File: src/rtl/complex_eightxeight_feeder.sv
// Collects up to 8 complex elements into adder-tree lanes, fires the tree and holds its result.
// Optional WAIT-state watchdog enabled by defining FEEDER_TIMEOUT_EN.
module complex_eightxeight_feeder #(
    parameter int unsigned NI             = 8,
    parameter int unsigned TIMEOUT_CYCLES = 255
) (
    input  logic              clk,
    input  logic              rst,
    input  logic              in_valid,
    input  logic [63:0]       in_data,
    input  logic              in_last,
    output logic              in_ready,
    output logic              ExE_start,
    output logic [NI*64-1:0]  inputs,
    input  logic [63:0]       summation,
    input  logic              ExE_finish,
    output logic              res_valid,
    output logic [63:0]       res_data,
    input  logic              res_ready,
`ifdef FEEDER_TIMEOUT_EN
    output logic              timeout_err,
`endif
    output logic              busy
);

    typedef enum logic [1:0] {StFill, StStart, StWait, StHold} state_e;

    localparam logic [2:0] LastLane = 3'(NI - 1);

    state_e      state_q;
    logic [2:0]  lane_cnt_q;
    logic [63:0] lanes_q [NI];
    logic        exe_start_q;
    logic        res_valid_q;
    logic [63:0] res_data_q;
    logic        accept;

`ifdef FEEDER_TIMEOUT_EN
    logic [31:0] wait_cnt_q;
    logic        timeout_err_q;
`else
    logic        unused_timeout_cfg;
    assign unused_timeout_cfg = ^TIMEOUT_CYCLES;
`endif

    assign accept = in_valid && (state_q == StFill);

    always_ff @(posedge clk) begin
        if (rst) begin
            state_q     <= StFill;
            lane_cnt_q  <= '0;
            exe_start_q <= 1'b0;
            res_valid_q <= 1'b0;
            res_data_q  <= '0;
            for (int unsigned k = 0; k < NI; k++) begin
                lanes_q[k] <= '0;
            end
`ifdef FEEDER_TIMEOUT_EN
            wait_cnt_q    <= '0;
            timeout_err_q <= 1'b0;
`endif
        end else begin
            exe_start_q <= 1'b0;
            unique case (state_q)
                StFill: begin
                    if (accept) begin
                        lanes_q[lane_cnt_q] <= in_data;
                        if (in_last || (lane_cnt_q == LastLane)) begin
                            // Clear stale lanes left over from a longer previous vector
                            for (int unsigned k = 0; k < NI; k++) begin
                                if (k > 32'(lane_cnt_q)) lanes_q[k] <= '0;
                            end
                            lane_cnt_q  <= '0;
                            exe_start_q <= 1'b1;
                            state_q     <= StStart;
                        end else begin
                            lane_cnt_q <= lane_cnt_q + 3'd1;
                        end
                    end
                end
                StStart: begin
                    state_q <= StWait;
`ifdef FEEDER_TIMEOUT_EN
                    wait_cnt_q <= '0;
`endif
                end
                StWait: begin
                    if (ExE_finish) begin
                        res_data_q  <= summation;
                        res_valid_q <= 1'b1;
                        state_q     <= StHold;
`ifdef FEEDER_TIMEOUT_EN
                    end else if (wait_cnt_q == TIMEOUT_CYCLES - 1) begin
                        timeout_err_q <= 1'b1;
                        lane_cnt_q    <= '0;
                        state_q       <= StFill;
                    end else begin
                        wait_cnt_q <= wait_cnt_q + 32'd1;
`endif
                    end
                end
                StHold: begin
                    if (res_ready) begin
                        res_valid_q <= 1'b0;
                        lane_cnt_q  <= '0;
                        state_q     <= StFill;
                    end
                end
                default: state_q <= StFill;
            endcase
        end
    end

    for (genvar g = 0; g < NI; g++) begin : g_lanes
        assign inputs[64*g +: 64] = lanes_q[g];
    end

    assign in_ready  = (state_q == StFill);
    assign busy      = (state_q != StFill);
    assign ExE_start = exe_start_q;
    assign res_valid = res_valid_q;
    assign res_data  = res_data_q;
`ifdef FEEDER_TIMEOUT_EN
    assign timeout_err = timeout_err_q;
`endif

endmodule

File: config.mk
export PLATFORM = sky130hd
export DESIGN_NAME = complex_eightxeight_feeder
export DESIGN_NICKNAME = d
export VERILOG_FILES = /design/src/rtl/complex_eightxeight_feeder.sv
export SDC_FILE = /design/constraint.sdc
export NUM_CORES = 1
export LEC_CHECK = 0
export CORE_AREA = 2 2 275 277
export DETAILED_ROUTE_END_ITERATION = 6
export DIE_AREA = 0 0 277 279
export PLACE_DENSITY = 0.64
export SYNTH_ARGS = -nofsm -noshare
export SYNTH_HDL_FRONTEND = slang
export SYNTH_SLANG_ARGS = --single-unit
export TNS_END_PERCENT = 20
File: constraint.sdc
create_clock -name clk -period 9 [get_ports clk]
set_input_delay 1.35 -clock clk [delete_from_list [all_inputs] [get_ports clk]]
set_output_delay 1.35 -clock clk [all_outputs]
set_load 0.05 [all_outputs]
==> results.tsv, run 1 <==
metric	value	unit
async set or reset register ratio after synthesis	0	%
number of cells upsized or downsized after cts	0	
grt ovf	0	
cell count in the Yosys report	1686	
area of the core region	74100	sq um
chip width	277	um
sequential fraction of total cell area	48.5	%
ordered cell list for the critical path	clkdlybuf4s50_1 > nand4bb_1 > nor2_4 > buf_4 > a211o_4	
clk tree area frac	6.63	%
Clk power	0.00264	W
via-per-instance ratio	4.75	
relative max-transition margin	18.2	%
Inverters excl. clock	9	
setup total negative slack	0	ps
part of the power in the clock network	32.9	%
# nets final	2497	
dpl ws	4180	ps
type of the worst setup path	in2reg	
count of multi-input combinational gates	962	
synth-to-layout area growth	47.0	%
max-slew violation total from the final report	0	
setup bufs post-CTS	0	
setup violation total in the final timing report	0	
total detailed-routing wirelength	75900	um
wire length of the first global-routing pass	109000	um
Data required, critical path	9210	ps
unrepaired setup endpoints after global routing	no	
clock tree skew after final layout	27.4	ps
highest achievable clock rate	243	MHz
run status	complete, no violations	
number of standard-cell rows in the floorplan	100	
crit path max fanout	66	
dominant logic cell types in the final layout	712 x sky130_fd_sc_hd__clkdlybuf4s50_1, 386 x sky130_fd_sc_hd__and2_1, 384 x sky130_fd_sc_hd__edfxtp_1	
core utilization at floorplan	29.4	%
worst reg2reg path startpoint	state_q[0]	
[run 1: routing by layer]
layer,global-route usage [%],vias up,wire length [um]
li1,-,7319,-
met4,9.31,0,3370
met1,21.7,7836,28600
met3,5.35,166,6000
met5,0,-,0
met2,32.8,736,37900
[run 1: cells by family (layout without fill, tap and decap cells)]
logic type,count (synthesis),after routing,share of synthesized area [%]
AOI/OAI and AO/OA,344,344,10.0
adders and majority gates,8,8,0.460
buffers and inverters,141,864,2.57
DFF,583,583,71.3
muxes,2,2,0.0920
other,0,3,0
and+or+nand+nor,608,608,15.6
[run 1: how the worst min path moves through the flow]
stage / from / end / slack, ps / cells past startpoint
5_1_grt: res_data[46] / res_data[46] / 470 / 2
3_3_place_gp: res_data[9] / res_data[9] / 440 / 2
6_report: res_data[51] / res_data[51] / 450 / 2
4_1_cts: res_data[46] / res_data[46] / 450 / 2
2_1_floorplan: state_q[1] / state_q[1] / 470 / 2
3_5_place_dp: res_data[46] / res_data[46] / 450 / 2
[run 1: sequential cells by signal, summed over array words and instances (netlist names)]
register	cells
ExE_start	1
lanes_q	512
state_q	2
lane_cnt_q	3
res_data	64
res_valid	1
[run 1: critical path: cells and delay by family]
kind | cells | cell delay (ps)
simple gates | 2 | 850
buf+inv | 2 | 1190
compound gates | 1 | 840
[run 1: metrics by stage]
| step | hold slack, ps | cell area [sq um] | std cells | utilization (%) |
|---|---|---|---|---|
| 2_1_floorplan | 471 | 21800 | 1686 | - |
| 3_3_place_gp | 442 | 29900 | 3256 | 40.3 |
| 3_5_place_dp | 448 | 29900 | 3256 | 40.3 |
| 4_1_cts | 454 | 32000 | 3378 | 43.2 |
| 5_1_grt | 471 | 32000 | 3378 | 43.2 |
| 6_report | 455 | 32000 | 3381 | 43.2 |
==> run_1/flops_by_reg.png <==
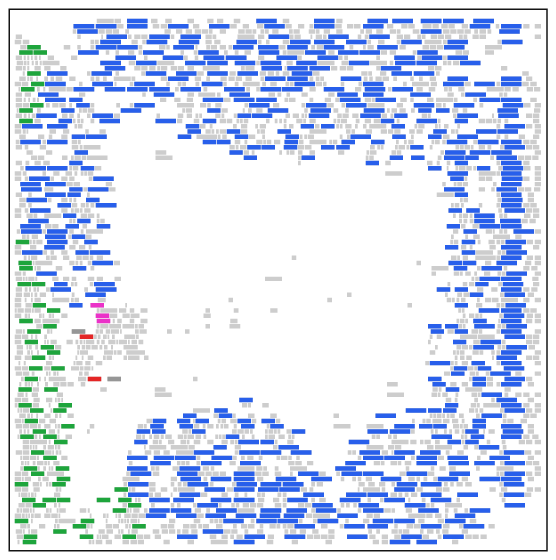
legend:
  lane_cnt_q:
    color: magenta
    sequential_cells: 3
  res_data:
    color: green
    sequential_cells: 64
    where: a column on the left
  state_q:
    color: red
    sequential_cells: 2
  lanes_q:
    color: blue
    sequential_cells: 512
    where: spread over the die

==> run_1/layer_met2.png <==
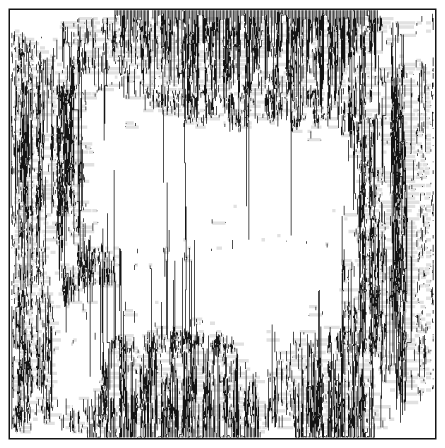
longest straight run: 159 um
wire length on this layer: 37.9 mm
nets with wire on the layer: 2129

==> run_1/congestion.png <==
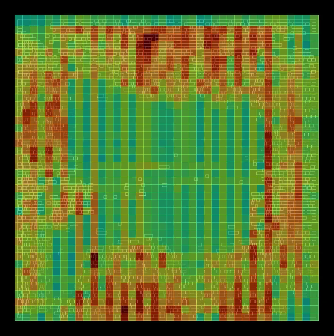
GR Util All Layers: 19.0%
global routing met3 resource utilization: 5.35%
peak-usage layer in the global routing report: met2
share of the core filled with cells in the final layout: 43.2%
WL per Instance: 22.4 um

==> run_1/layer_met3.png <==
Scale bar: 100 um.
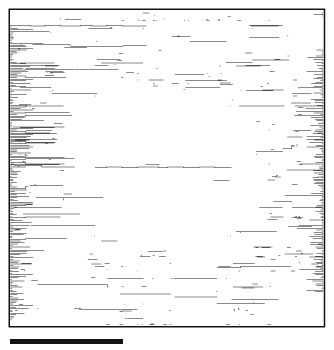
main direction: horizontal
longest straight run: 61.6 um

==> run 1 -> run 2 <==
--- a/config.mk
+++ b/config.mk
@@ -5,10 +5,10 @@
 export SDC_FILE = /design/constraint.sdc
 export NUM_CORES = 1
 export LEC_CHECK = 0
-export CORE_AREA = 2 2 275 277
+export CORE_AREA = 2 2 274 276
 export DETAILED_ROUTE_END_ITERATION = 6
-export DIE_AREA = 0 0 277 279
-export PLACE_DENSITY = 0.64
+export DIE_AREA = 0 0 276 278
+export PLACE_DENSITY = 0.63
 export SYNTH_ARGS = -nofsm -noshare
 export SYNTH_HDL_FRONTEND = slang
 export SYNTH_SLANG_ARGS = --single-unit
==> constraint.sdc (replaced) <==
create_clock -name clk -period 3.8 [get_ports clk]
set_input_delay 0.57 -clock clk [delete_from_list [all_inputs] [get_ports clk]]
set_output_delay 0.57 -clock clk [all_outputs]
set_load 0.05 [all_outputs]
==> run_2/congestion.png <==
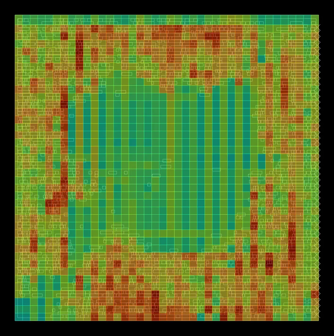
share of the core filled with cells in the final layout: 43.5%
grt met1 use: 22.7%
GR Util All Layers: 19.0%

==> run_2/layer_met2.png <==
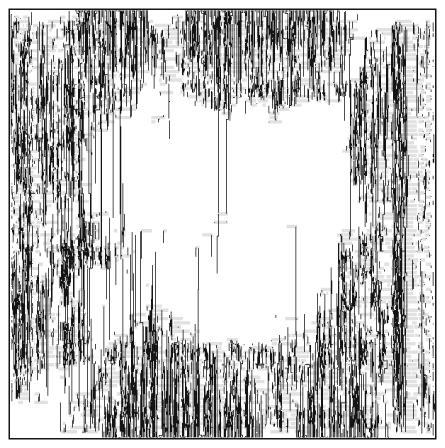
longest straight run: 105 um
wire length on this layer: 37.8 mm

==> run_2/layer_met3.png <==
Scale bar: 100 um.
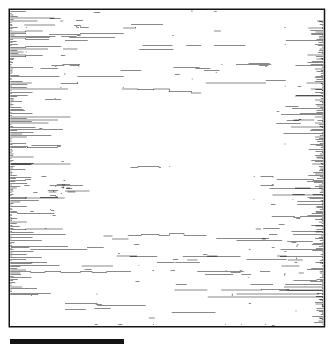
share of all routed wire: 8.2%
wire length on this layer: 6170 um
longest straight run: 101 um

==> run 2 against run 1 <==
  * The flow now finishes with violations (DRC)
  * Core utilization up 0.32 points
  * Sequential cell count is the same
  * Sequential share of layout area decreased by 0.20 points
  * Clock skew shrank 2.2 ps
  * Critical endpoint is now lanes_q[6][23]
  * Largest cell class unchanged
  * Largest power group unchanged
==> results.tsv, run 2 <==
metric	value	unit
failing checks	DRC	
Data required, critical path	3980	ps
ordered cell list for the critical path	ha_1 > ha_1 > nor2_1 > nor2_1 > a211o_4	
core utilization at floorplan	29.5	%
setup total negative slack	0	ps
number of cells upsized or downsized after cts	0	
worst reg2reg path startpoint	lane_cnt_q[0]	
relative max-transition margin	18.3	%
area fraction in and, or, nand and nor cells after synthesis	15.6	%
number of synthesized flops with an enable pin	384	
xor/xnor cell area share of the yosys netlist	0	%
Clk power	0.00617	W
grt ovf	0	
dominant logic cell types in the final layout	712 x sky130_fd_sc_hd__clkdlybuf4s50_1, 386 x sky130_fd_sc_hd__and2_1, 384 x sky130_fd_sc_hd__edfxtp_1	
via-per-instance ratio	4.74	
area of the core region	73800	sq um
adder-cell share of the synthesized area	0.460	%
part of the power in the clock network	32.5	%
run status	complete, but fails checks	
Hold Startpoint	res_data[25]	
setup violation total in the final timing report	0	
WL per Instance	22.2	um
main logic family after synthesis	simple AND/OR/NAND/NOR gates	
highest achievable clock rate	332	MHz
wire length of the first global-routing pass	110000	um
number of standard-cell rows in the floorplan	100	
async set or reset register ratio after synthesis	0	%
type of the worst setup path	reg2reg	
number of antenna violations at the first check in global routing	1	
complex-gate fraction of the synthesized area	10.0	%
max reg flops	512	
MaxCap Viol Count	0	
synth-to-layout area growth	47.6	%
residual DRC count	49	
max-slew violation total from the final report	0	
# nets final	2504	
Synth mux share	0.0920	%
setup bufs post-CTS	0	
chip width	276	um
crit path max fanout	64	
unrepaired setup endpoints after global routing	no	
## run 2: cell count changes in the layout (fill, tap and decap cells not counted), sizes merged
cell	before	now
buf	21	34
clkbuf	94	82
bufinv	3	6
diode	3	0
clkinv	20	19
clkinvlp	2	3
inv	12	13
## run 2: logic make-up after synthesis
kind of cell    count (synthesis)
compound gates                344
fa+ha+maj                       8
mux                             2
buf+inv                       141
simple gates                  608
flops                         583
## run 2: final timing paths
check | to | slack (ps) | depth (start not counted)
worst max-delay path | lanes_q[6][23] | 790 | 5
worst min-delay path | res_data[25] | 450 | 2
worst max register to register | lanes_q[6][23] | 790 | 5
worst min register to register | res_data[25] | 450 | 2
## run 2: cell type report
type | instances | area, sq um | share of cell area (%)
multi-input combinational | 962 | 5830 | 18.1
sequential | 583 | 15500 | 48.3
timing repair buffer | 746 | 7430 | 23.1
clock inverter | 32 | 360 | 1.12
clock buffer | 82 | 1740 | 5.41
inverter | 9 | 35.0 | 0.109
tap | 969 | 1210 | 3.77
## run 2: worst max-delay path: cells and delay by family, from the launching register on
| kind | cells | cell delay, ps |
|---|---|---|
| compound gates | 1 | 730 |
| simple gates | 2 | 790 |
| flops | 1 | 460 |
| fa+ha+maj | 2 | 520 |
## run 2: per-stage QoR
step	hold WS, ps	power, W	setup WS (ps)	cells	cell area [sq um]
after floorplan	471	0.0109	14.2	1686	21800
after global placement	442	0.0129	717	3269	30000
after detailed placement	446	0.0130	643	3269	30000
after CTS	454	0.0191	811	3383	32100
after global routing	469	0.0196	640	3383	32100
final	454	0.0190	790	3383	32100
## run 2: routing by layer
metal,wire (um),GRT usage (%),vias to the layer above
li1,-,-,7337
met1,29300,22.7,7875
met2,37800,33.9,707
met3,6160,5.17,105
met4,1790,5.09,0
met5,0,0,-
No activity file was given, so power comes from the tool's default toggle rates.
